==> src/rtl/uch_pkg.sv <==
// uch_pkg: shared constants, count type and default terminal-count helper for the uch counter.
// Latency: n/a (declarations only).
// Backpressure: n/a.
//
// Contents:
//   UCH_DEFAULT_WIDTH - default count width (hexadecimal digit)
//   UCH_MAX_WIDTH     - widest WIDTH the int-based parameter arithmetic supports
//   uch_cnt_t         - count value at the default width
//   uch_default_max() - terminal count for a given width (all ones)
package uch_pkg;

    localparam int UCH_DEFAULT_WIDTH = 4;

    // MAX_VAL is carried as a signed int, so 2**WIDTH must stay representable.
    localparam int UCH_MAX_WIDTH = 30;

    typedef logic [UCH_DEFAULT_WIDTH-1:0] uch_cnt_t;

    // Natural modulo-2**width counting: the terminal value is all ones.
    function automatic int uch_default_max(input int width);
        return (2 ** width) - 1;
    endfunction

endpackage

==> src/rtl/uch_next.sv <==
// uch_next: combinational next-count and wrap detector for the uch counter.
// Latency: zero (pure combinational, no state).
// Backpressure: none; when en is low the current value is passed through unchanged.
//
// Ports:
//   cur  [WIDTH] - current registered count
//   en   [1]     - count enable
//   nxt  [WIDTH] - value the count register should load on the next edge
//   wrap [1]     - high when this edge takes the count from MAX_VAL back to 0
module uch_next
    import uch_pkg::*;
#(
    parameter int WIDTH   = UCH_DEFAULT_WIDTH,
    parameter int MAX_VAL = uch_default_max(WIDTH)
) (
    input  logic [WIDTH-1:0] cur,
    input  logic             en,
    output logic [WIDTH-1:0] nxt,
    output logic             wrap
);

    localparam logic [WIDTH-1:0] MAX_C = WIDTH'(MAX_VAL);

    always_comb begin
        wrap = en && (cur == MAX_C);
        nxt  = cur;
        if (wrap) begin
            // Explicit compare-and-clear rather than relying on overflow, so a
            // terminal value below all-ones (e.g. decimal 9) wraps on the same edge.
            nxt = '0;
        end else if (en) begin
            nxt = cur + 1'b1;
        end
    end

endmodule

==> src/rtl/uch.sv <==
// uch: enable-gated synchronous up counter, wraps MAX_VAL -> 0 with no dead cycle.
// Latency: one uch_clk edge from an enabled edge to the new uch_out value.
// Backpressure: none; output is always valid, uch_en=0 holds the count indefinitely.
//
// Ports:
//   uch_clk        - rising-edge clock
//   uch_rst        - synchronous active-high reset, has priority over uch_en
//   uch_en         - count enable
//   uch_out[WIDTH] - current count, taken straight from a register
//   uch_tc         - (only when UCH_TC_EN is defined) one-cycle pulse after each
//                    MAX_VAL -> 0 wrap
//
// Build option: define UCH_TC_EN to add the registered terminal-count pulse uch_tc.
module uch
    import uch_pkg::*;
#(
    parameter int WIDTH   = UCH_DEFAULT_WIDTH,
    parameter int MAX_VAL = uch_default_max(WIDTH)
) (
    input  logic             uch_clk,
    input  logic             uch_rst,
    input  logic             uch_en,
`ifdef UCH_TC_EN
    output logic             uch_tc,
`endif
    output logic [WIDTH-1:0] uch_out
);

    // ------------------------------------------------------------------
    // Configuration checks: reject illegal widths / terminal counts at
    // elaboration instead of silently truncating MAX_VAL.
    // ------------------------------------------------------------------
    generate
        if ((WIDTH < 1) || (WIDTH > UCH_MAX_WIDTH)) begin : g_bad_width
            $error("uch: WIDTH=%0d outside supported range 1..%0d", WIDTH, UCH_MAX_WIDTH);
        end
        if ((MAX_VAL < 1) || (MAX_VAL > ((2 ** WIDTH) - 1))) begin : g_bad_max
            $error("uch: MAX_VAL=%0d outside legal range 1..%0d", MAX_VAL, (2 ** WIDTH) - 1);
        end
    endgenerate

    localparam logic [WIDTH-1:0] MAX_C = WIDTH'(MAX_VAL);

    // ------------------------------------------------------------------
    // Count register. The declaration initialiser gives the 0 power-up
    // value seen before the first reset edge.
    // ------------------------------------------------------------------
    logic [WIDTH-1:0] cnt_q = '0;
    logic [WIDTH-1:0] cnt_d;
    logic             wrap;

    uch_next #(
        .WIDTH   (WIDTH),
        .MAX_VAL (MAX_VAL)
    ) u_next (
        .cur  (cnt_q),
        .en   (uch_en),
        .nxt  (cnt_d),
        .wrap (wrap)
    );

    always_ff @(posedge uch_clk) begin
        if (uch_rst) begin
            cnt_q <= '0;
        end else begin
            cnt_q <= cnt_d;
        end
    end

    assign uch_out = cnt_q;

    // ------------------------------------------------------------------
    // Terminal-count pulse. wrap is only true on an enabled MAX_VAL edge,
    // so registering it yields exactly one high cycle after the wrap;
    // reset clears it even if that edge would otherwise have wrapped.
    // ------------------------------------------------------------------
`ifdef UCH_TC_EN
    logic tc_q = 1'b0;
    logic tc_d;

    assign tc_d = wrap;

    always_ff @(posedge uch_clk) begin
        if (uch_rst) begin
            tc_q <= 1'b0;
        end else begin
            tc_q <= tc_d;
        end
    end

    assign uch_tc = tc_q;
`else
    logic unused_wrap;
    assign unused_wrap = wrap;
`endif

    // The count can never leave 0..MAX_VAL.
    a_cnt_in_range: assert property (@(posedge uch_clk) cnt_q <= MAX_C);

endmodule

==> config.mk <==
export PLATFORM = sky130hd
export DESIGN_NAME = uch
export DESIGN_NICKNAME = d
export VERILOG_FILES = /design/src/rtl/uch_pkg.sv /design/src/rtl/uch_next.sv /design/src/rtl/uch.sv
export SDC_FILE = /design/constraint.sdc
export NUM_CORES = 1
export LEC_CHECK = 0
export CAP_MARGIN = 30
export CORE_AREA = 3 3 40 42
export CTS_CLUSTER_SIZE = 14
export DETAILED_ROUTE_END_ITERATION = 10
export DIE_AREA = 0 0 43 45
export PLACE_DENSITY_LB_ADDON = 0.08
export REMOVE_ABC_BUFFERS = 1
export SLEW_MARGIN = 20
export SYNTH_ARGS = -nofsm -noshare
export SYNTH_HDL_FRONTEND = slang
export SYNTH_SLANG_ARGS = --single-unit
==> constraint.sdc <==
create_clock -name uch_clk -period 1.15 [get_ports uch_clk]
set_clock_uncertainty 0.2 [all_clocks]
set_input_delay 0.2875 -clock uch_clk [delete_from_list [all_inputs] [get_ports uch_clk]]
set_output_delay 0.2875 -clock uch_clk [all_outputs]
set_load 0.01 [all_outputs]
Figure 1. Clock wires, drivers and flops.
The bar under the picture is 10 um long.
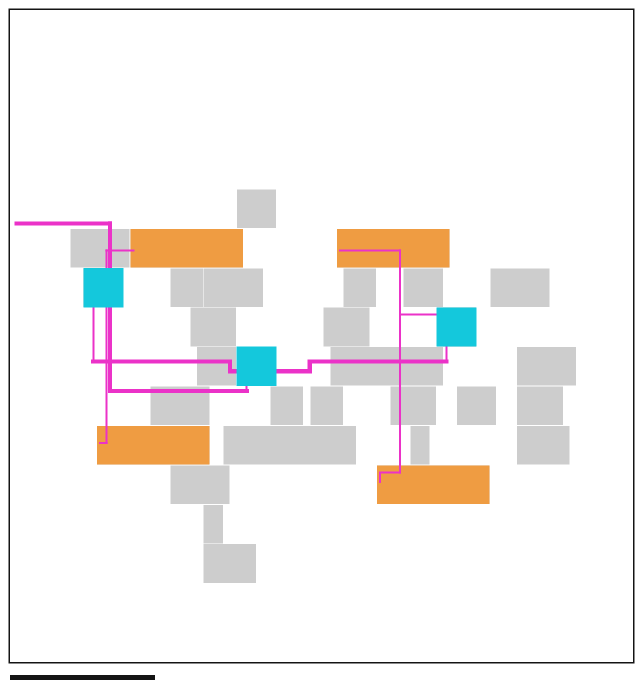
legend:
  flip-flops:
    colour: orange
    count: 4
  clock drivers:
    colour: cyan
    count: 3
  clock wires:
    colour: magenta
    length: 103 um
routed clock nets: 4
Clock power frac: 42.2%
Latency at later pin: 0.24 ns
Clock group: 0.178 mW

Figure 2. Wiring by layer.
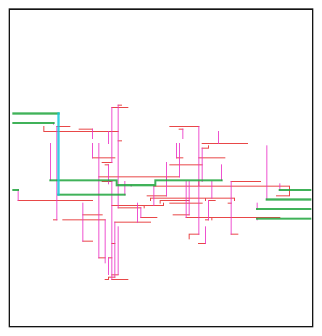
legend:
  metal 4:
    colour: cyan
    wire_length: 11.6 um
  metal 3:
    colour: green
    wire_length: 73.8 um
  metal 1:
    colour: red
    wire_length: 179 um
  metal 2:
    colour: magenta
    wire_length: 189 um
vias: 177
routed wire length per instance: 9.85 um

==> results.json <==
{
  "met2_wirelength_um": 189,
  "enable_flop_cells": 0,
  "cts-resized-gates": 31,
  "period_needed_ns": 1.17,
  "track_usage_pct": 6.82,
  "setup_slack_ns": -0.0235,
  "final_nets": 37,
  "fp_util_pct": 13.0,
  "clk_path_buf_depth": 2,
  "largest_register_ffs": 4,
  "worstPathArrival_ns": 1.14,
  "wirelength_um": 453,
  "final_cell_mix": "6 x buf_6, 4 x buf_4, 4 x dfxtp_2, 3 x clkbuf_4",
  "syn_area_um2": 168,
  "hold_viol_final": 0,
  "critPathMaxFanout": 3,
  "adder_share_pct": 7.46,
  "highest_layer": "met4",
  "drv_slew": 0,
  "cts-root-buf": "clkbuf_4",
  "worstPathCellList": "buf_6 > ha_4 > a41o_4 > nor2_1",
  "rsz0062_at_grt": "yes",
  "route.met3.wl_um": 73,
  "cts-htree-levels": 1,
  "ff_type": "dfxtp_1",
  "slowest_delay_ns": 0.32,
  "crit_path_start_kind": "flip-flop",
  "syn2layout_area_growth_pct": 113,
  "synthCells": 16,
  "grt.busiest_layer": "met2",
  "cap_violations": 0,
  "maxPowerGroup": "the clock network",
  "p_comb_share_pct": 21.0,
  "tightest_slew_ns": 0.251,
  "final_core_util_pct": 27.8,
  "hp-class": "flip-flop to flip-flop",
  "met2_usage_pct": 8.68,
  "path_class": "flip-flop to flip-flop",
  "p_seq_mw": 0.155,
  "antenna_found_initial": 0,
  "io_pins": 7,
  "fillers": 145,
  "p_comb_mw": 0.0884,
  "die_w_um": 43,
  "hpwl_um": 291,
  "nWellTaps": 15,
  "tool_warnings": 27,
  "postPlaceCellArea_um2": 284,
  "aoi_share_pct": 6.72,
  "synthArstFlopShare_pct": 0,
  "crit_path_end_kind": "flip-flop",
  "yosysSeqAreaShare_pct": 47.8,
  "rrSetupSlack_ns": -0.02,
  "num-clock-buffers": 3,
  "ys_sh_mux_pct": 5.97,
  "simple_gate_area_share_pct": 16.4,
  "leakage_nw": 0.150,
  "die_h_um": 45,
  "grt_pass1_vias": 199,
  "common_cells": "4 x dfxtp_1, 3 x nor2_1, 2 x xor2_1",
  "ys_cells": 16,
  "final.setup.tns_ns": -0.0390,
  "seqPwrFrac_pct": 36.8,
  "finalClockPeriodUsage_pct": 102,
  "synthMostInstantiatedCell": "dfxtp_1",
  "numClockSinks": 4,
  "slowest_stage": "dfxtp_2",
  "gp_congestion": 0.692,
  "layout.area.seq_um2": 85.1,
  "xor_share_pct": 15.7,
  "ys_seq_elements": 4,
  "logic_area_um2": 115,
  "yosysWarnings": 0,
  "num_antenna_cells": 0,
  "holdWs_ns": 0.409,
  "numCtsBuffers": 3,
  "setup_viol": 5,
  "drt_first_pass_iters": 1,
  "status": "finished, violations left",
  "power_density_mw_per_mm2": 1180,
  "final_cells": 46,
  "lay_top_count": "buf_6",
  "nNonClkInverters": 0,
  "switching_share_pct": 24.0,
  "dominant_cells": "buffers",
  "crit_required_ns": 1.11,
  "grt.met1_usage_pct": 6.25,
  "vdd_drop_max_mv": 0.397,
  "max-slew-margin-rel_pct": 83.2,
  "clock_cell_area_share_pct": 6.29,
  "yosys_area_um2": 168,
  "fp.dieArea_mm2": 0.00194,
  "drcViolationCount": 0,
  "drive_above_1_share_pct": 71.0,
  "grt_start_max_net_pins": 6,
  "num_rows": 13,
  "drt_iter0_drc": 0,
  "core-area_mm2": 0.00128,
  "ant_nets": 0,
  "ys_types": 10,
  "syn_area_per_cell_um2": 10.5,
  "cts.clk_slew.worst_paths_ns": 0.04,
  "grt_overflow": 0,
  "routed_via_density": 3.85,
  "buffers": 12,
  "met1_length_um": 178,
  "multi_input_comb_cells": 12,
  "comb_share_pct": 32.2,
  "synth.logic.top_family": "simple AND/OR/NAND/NOR gates",
  "internal_power_mw": 0.320,
  "top_area_share_pct": 47.8,
  "topCellsByArea": "dfxtp_1 48%, xor2_1 10%, ha_1 7.5%",
  "cts_tree": "built",
  "fmax_mhz": 852,
  "post_cts_buffers": 1,
  "top_area_cell": "dfxtp_1",
  "placed_cells": 42,
  "violations": "negative setup slack",
  "buf_share_pct": 32.5,
  "grt_pass1_wl_um": 807
}
Figure 3. Placed cells, one colour a class.
Fill, decap, tap and diode cells in grey.
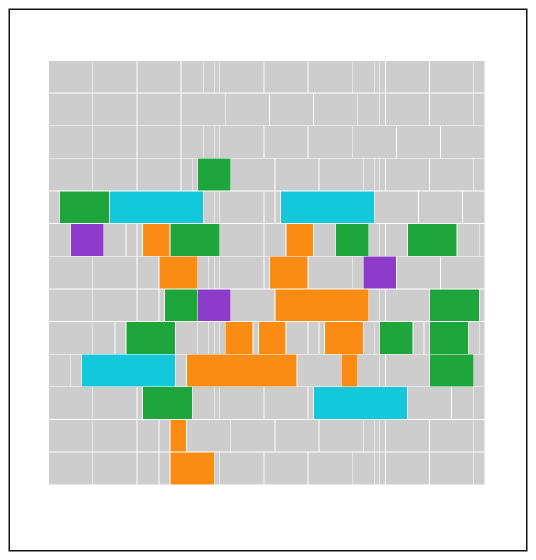
legend:
  remaining buffers and delay cells:
    colour: green
    cells: 12
    share_of_their_area: 34%
  clock drivers:
    colour: purple
    cells: 3
    share_of_their_area: 6.6%
  sequential cells:
    colour: cyan
    cells: 4
    share_of_their_area: 25%
  combinational and other logic:
    colour: orange
    cells: 12
    share_of_their_area: 34%
Seq/total area: 23.8%
post-route design area: 358 um^2

-- critical path, delay by kind of cell, from the launching register on --
family / cells / cell delay (ns)
compound gates: 1 / 0.22
fa+ha+maj: 1 / 0.15
buf+inv: 1 / 0.12
flops: 1 / 0.32
simple gates: 1 / 0.09
-- stage by stage --
| step | worst slack, ns | total power, mW |
|---|---|---|
| floorplan | -0.0456 | 0.178 |
| global placement | -0.380 | 0.220 |
| detailed placement | -0.374 | 0.220 |
| CTS | -0.0179 | 0.430 |
| global route | -0.0755 | 0.464 |
| finish | -0.0235 | 0.421 |
-- worst paths after layout --
kind / cells past startpoint / startpoint / endpoint
max reg2reg: 4 / uch_out[0] / uch_out[1]
min: 3 / uch_out[2] / uch_out[2]
min reg2reg: 3 / uch_out[2] / uch_out[2]
max: 4 / uch_out[0] / uch_out[1]
Power figures rest on the tool's default switching activity, not on a simulated workload.
